`src/rtl/bcd_a_binario_pkg.sv`:
```
// Shared types and constants for the three-digit BCD to binary converter.
package bcd_pkg;

  typedef enum logic [1:0] {
    INACTIVO,
    CONVIRTIENDO,
    LISTO
  } estado_bcd_t;

  localparam int NUM_PASOS  = 12;
  localparam int VALOR_MAX  = 999;
  localparam int DIGITO_MAX = 9;
  localparam int ANCHO_BIN  = 10;

  function automatic logic hay_digito_invalido(input logic [11:0] bcd);
    return (bcd[11:8] > 4'(DIGITO_MAX)) ||
           (bcd[7:4]  > 4'(DIGITO_MAX)) ||
           (bcd[3:0]  > 4'(DIGITO_MAX));
  endfunction

endpackage

```
`src/rtl/bcd_a_binario_ajuste_digito.sv`:
```
// One reverse double-dabble correction: a shifted BCD digit of 8 or more
// carried a half-ten (8) that should weigh 5, so 3 is taken back out.
module ajuste_digito (
  input  logic [3:0] digito_i,
  output logic [3:0] digito_o
);

  assign digito_o = (digito_i >= 4'd8) ? digito_i - 4'd3 : digito_i;

endmodule

```
`src/rtl/bcd_a_binario.sv`:
```
// Sequential three-digit BCD to binary converter (0..999), one bit per
// clock using reverse double-dabble, with ready/valid on both sides.
module bcd_a_binario
  import bcd_pkg::*;
#(
  parameter int ANCHO_SALIDA = 10
) (
  input  logic                    clk,
  input  logic                    rst_n,
  input  logic                    entrada_valida,
  output logic                    entrada_lista,
  input  logic [3:0]              centenas,
  input  logic [3:0]              decenas,
  input  logic [3:0]              unidades,
  output logic                    salida_valida,
  input  logic                    salida_lista,
  output logic [ANCHO_SALIDA-1:0] valor,
  output logic                    error_bcd
);

  estado_bcd_t             estado_q, estado_d;
  logic [11:0]             bcd_q, bcd_d;
  logic [ANCHO_BIN-1:0]    bin_q, bin_d;
  logic [3:0]              paso_q, paso_d;
  logic [ANCHO_SALIDA-1:0] valor_q, valor_d;
  logic                    error_q, error_d;

  logic [11+ANCHO_BIN:0]   desplazado;
  logic [11:0]             bcd_ajustado;

  assign desplazado = {bcd_q, bin_q} >> 1;

  for (genvar i = 0; i < 3; i++) begin : g_ajuste
    ajuste_digito u_ajuste (
      .digito_i(desplazado[ANCHO_BIN+4*i +: 4]),
      .digito_o(bcd_ajustado[4*i +: 4])
    );
  end

  always_comb begin
    // NOTE: every _d gets its hold value first so no path leaves it unassigned (no latches).
    estado_d = estado_q;
    bcd_d    = bcd_q;
    bin_d    = bin_q;
    paso_d   = paso_q;
    valor_d  = valor_q;
    error_d  = error_q;

    case (estado_q)
      INACTIVO: begin
        if (entrada_valida) begin
          bcd_d  = {centenas, decenas, unidades};
          bin_d  = '0;
          paso_d = '0;
          if (hay_digito_invalido({centenas, decenas, unidades})) begin
            error_d  = 1'b1;
            valor_d  = '0;
            estado_d = LISTO;
          end else begin
            error_d  = 1'b0;
            estado_d = CONVIRTIENDO;
          end
        end
      end

      CONVIRTIENDO: begin
        bcd_d  = bcd_ajustado;
        // After ANCHO_BIN shifts the BCD side is empty (value < 1024); shifting
        // further would push the result LSBs out of the 10-bit register.
        if (paso_q < 4'(ANCHO_BIN)) bin_d = desplazado[ANCHO_BIN-1:0];
        paso_d = paso_q + 4'd1;
        if (paso_q == 4'(NUM_PASOS - 1)) begin
          valor_d                = '0;
          valor_d[ANCHO_BIN-1:0] = bin_d;
          paso_d                 = '0;
          estado_d               = LISTO;
        end
      end

      LISTO: begin
        if (salida_lista) estado_d = INACTIVO;
      end

      default: estado_d = INACTIVO;
    endcase
  end

  // NOTE: state uses non-blocking assignments so every flop samples pre-edge values.
  always_ff @(posedge clk or negedge rst_n) begin
    if (!rst_n) begin
      estado_q <= INACTIVO;
      bcd_q    <= '0;
      bin_q    <= '0;
      paso_q   <= '0;
      valor_q  <= '0;
      error_q  <= 1'b0;
    end else begin
      estado_q <= estado_d;
      bcd_q    <= bcd_d;
      bin_q    <= bin_d;
      paso_q   <= paso_d;
      valor_q  <= valor_d;
      error_q  <= error_d;
    end
  end

  assign entrada_lista = (estado_q == INACTIVO);
  assign salida_valida = (estado_q == LISTO);
  assign valor         = valor_q;
  assign error_bcd     = error_q;

endmodule
```
`config.mk`:
```
export PLATFORM = sky130hd
export DESIGN_NAME = bcd_a_binario
export DESIGN_NICKNAME = d
export VERILOG_FILES = /design/src/rtl/bcd_a_binario_pkg.sv /design/src/rtl/bcd_a_binario_ajuste_digito.sv /design/src/rtl/bcd_a_binario.sv
export SDC_FILE = /design/constraint.sdc
export NUM_CORES = 1
export LEC_CHECK = 0
export CORE_MARGIN = 4
export CORE_UTILIZATION = 48
export CTS_CLUSTER_SIZE = 10
export DETAILED_ROUTE_END_ITERATION = 6
export PLACE_DENSITY_LB_ADDON = 0.05
export SETUP_SLACK_MARGIN = 0.3
export SLEW_MARGIN = 10
export SYNTH_ARGS = -nofsm -noshare
export SYNTH_HDL_FRONTEND = slang
export SYNTH_SLANG_ARGS = --single-unit
```
`constraint.sdc`:
```
create_clock -name clk -period 1.7 [get_ports clk]
set_clock_uncertainty 0.1 [all_clocks]
set_input_delay 0.34 -clock clk [delete_from_list [all_inputs] [get_ports clk]]
set_output_delay 0.34 -clock clk [all_outputs]
set_load 0.01 [all_outputs]
```
==> impl_metrics.csv <==
group,metric,value,unit
run_status,status,"finished, violations left",
run_status,violations,"hold timing",
yosys,syn_inst,199,
pwr,p_sw_frac,0.398,
yosys,edf_count,0,
yosys,largest_area_cell,"dfrtp_1",
pwr,pwr-share-seq,0.335,
floorplan,dieHeight,71.3,um
timing,tns,0,ns
yosys,yosysSeqAreaShare,0.507,
layout,final_cell_mix,"dfrtp_1 (38), nand2_1 (28), buf_4 (15)",
layout,comb_area_frac,0.384,
worst_setup_path,crit_buf_inv,1,
floorplan,io_pins,29,
layout,final-seq-area,977,sq um
yosys,yosys_cells,199,
grt,met2_usage,0.343,
floorplan,die_area,5090,sq um
worst_setup_path,cp.arrival,1.71,ns
timing,setup_viol,0,
worst_setup_path,rrSetupSlack,0.08,ns
worst_setup_path,path_cells,"buf_6 -> or3b_4 -> nand2_4 -> o21ai_4 -> a22o_1",
drt,met1_length,2.16,mm
layout,diodes,0,
drt,highest_layer,"met4",
worst_setup_path,critical_path_class,"register to register",
pwr,pwr-share-clk,0.137,
layout,syn_to_final_growth,47.9,%
yosys,yosys-top-cells-area,"dfrtp_1 (51%), nand2_1 (8.4%), mux2_2 (5.3%), a22o_1 (4.6%), nor2_1 (3.5%)",
cts,cts_setup_buffers,6,
run,maxCapViolations,0,
grt,grt_pass1_vias,1734,
yosys,xor_share,0.0228,
worst_setup_path,crit_path_end_kind,"register",
drt,ant_nets,0,
placed_design,placed_cells,284,
layout,regMostFlops,"bcd_q",
timing,tightest_slew,0.491,ns
pwr,comb_power,2.39,mW
floorplan,nWellTaps,48,
drt,wl_met2,2.51,mm
cts,cts_buffers,5,
yosys,synth_top_cell_by_count,"nand2_1",
placed_design,placed_cell_area,2390,sq um
grt,grt_max_degree,40,
layout,top_area_cell_class,"logic gates",
yosys,yosys-top-cells-count,"nand2_1 (43), dfrtp_1 (39), nor2_1 (18), a21oi_1 (13), a22o_1 (10)",
worst_setup_path,r2r_cells,5,
layout,seq_share,0.343,
pwr,p_sw,1.80,mW
worst_setup_path,r2r-start,"estado_q[1]",
cts,ctsResizeCount,70,
layout,final_nets,276,
timing,slew_headroom,0.672,
placed_design,io_buffers,28,
pwr,finalPower,4.52,mW
worst_setup_path,cp-startpoint,"estado_q[1]",
timing,rsz0062_at_grt,"true",
yosys,synth-async-reset-ratio,1.00,
worst_setup_path,worst-path-stages,5,
yosys,synth-main-ff-cell,"dfrtp_1",
grt,grt-ovfl-total,0,
pwr,clk-power,619,uW
pwr,cellPowerDensity,1590,nW/um^2
cts,cts_tree,"done",
layout,n_fill_cell,256,
drt,first_iter_violations,92,
worst_setup_path,critPathMaxFanout,5,
layout,largest_register_ffs,12,
yosys,syn-num-nets,220,
layout,clockBufferCount,6,
timing,layout_setup_ws,0.0754,ns
timing,holdWs,-0.0156,ns
placed_design,gp_congestion,0.730,
layout,area.combinational,1090,sq um
cts,cts-root-buf,"clkbuf_8",
worst_setup_path,crit_end,"bin_q[7]",
grt,grt_pass1_wl,8.22,mm
grt,grt_use_total,0.207,
placed_design,dpl.hpwl,2.99,mm
yosys,synthAoiAreaFrac,0.185,
drt,drc,0,
yosys,simple_gate_area_frac,0.159,
hold_path,hold_class,"input pin to async pin",
pwr,combPwrFrac,0.528,
layout,drive_gt1_frac,0.375,
worst_setup_path,critical-path-top-delay-family,"simple AND/OR/NAND/NOR gates",
timing,timing.final.crit_share,0.956,
worst_setup_path,reg2reg_to,"bin_q[7]",
yosys,synthDominantCellAreaShare,0.507,
timing,final.min_clock_period,1.62,ns
grt,antenna_found_initial,0,
layout,post-route-cell-area,2850,sq um
timing,hold_viol_final,21,
cts,cts.hold.buffers_added,0,
yosys,synth_area_per_cell,9.67,sq um
run,warnings,33,
floorplan,core.rowCount,22,
yosys,logic_family,"AND-OR/OR-AND gates",
layout,buffers,58,
grt,met3_usage,0.0477,
cts,htree_num_levels,2,
worst_setup_path,cpPeakStageDelay,0.43,ns
drt,drt_wl_total,4.95,mm
worst_setup_path,critPathSlowestCell,"or3b_4",
pwr,p_int,2.72,mW
floorplan,die_width,71.3,um
cts,clock_latency,0.29,ns
timing,maxSlewViolCount,0,
yosys,yosys_area,1920,sq um
layout,num-multi-input-gates,145,
layout,seq_cells,39,
layout,inverters,6,
timing,fmax,616,MHz
yosys,ys_sh_adder,0.0325,
layout,instances_no_fill,304,
yosys,syn-cell-area,1920,sq um
pwr,ir_drop,0.877,mV
cts,path_clk_slew,0.08,ns
drt,first_pass_iters,4,
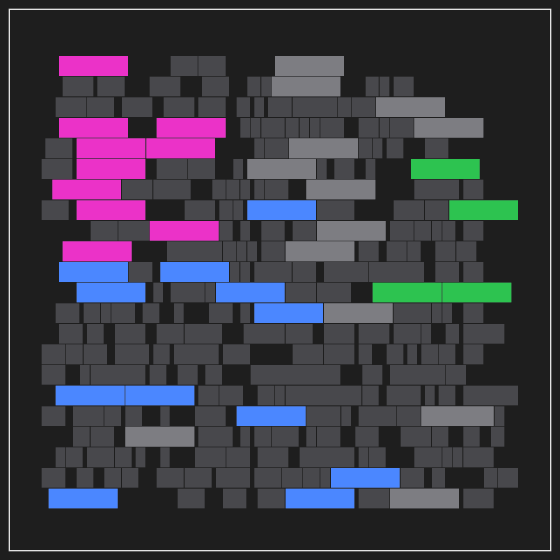
(images/registers.png)
Other sequential cells in the stronger grey, the rest of the logic in the fainter grey.
colour	name in the netlist	sequential cells
blue	bcd_q	12
green	paso_q	4
magenta	valor	10
not coloured	13

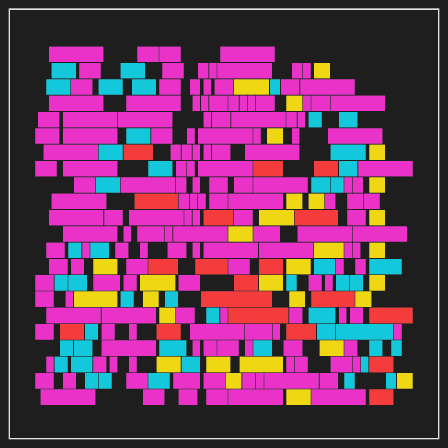
(images/drive_strength.png)
colour	size	cells
yellow	drive 3 to 4	30
red	drive 6 and up	19
magenta	drive 1 or less	160
cyan	drive 2	47

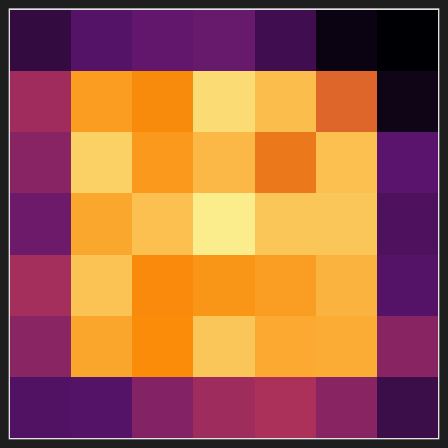
(images/density.png)
7 x 7 tiles, from black (low) to pale yellow (high), 0 to 100% covered.
nearly empty tiles	2.0%
tiles over 75% full	41%
mean over tiles	55%
emptiest ninth of the die	top right
densest ninth of the die	middle

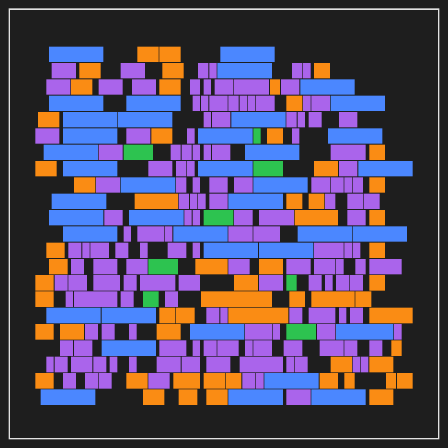
(images/cell_classes.png)
colour	class	cells	share of their area
blue	flip-flops	39	35%
orange	other buffers and delay cells	58	22%
purple	all other logic	151	40%
green	clock drivers and dummy loads	8	3.1%

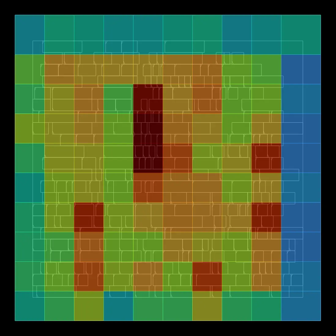
(images/final_congestion.png)
most used routing layer: met2
final core occ: 0.755
met1 Usage GRT: 0.270
DR WL/cell: 16.3 um

No activity file was given, so power comes from the tool's default toggle rates.
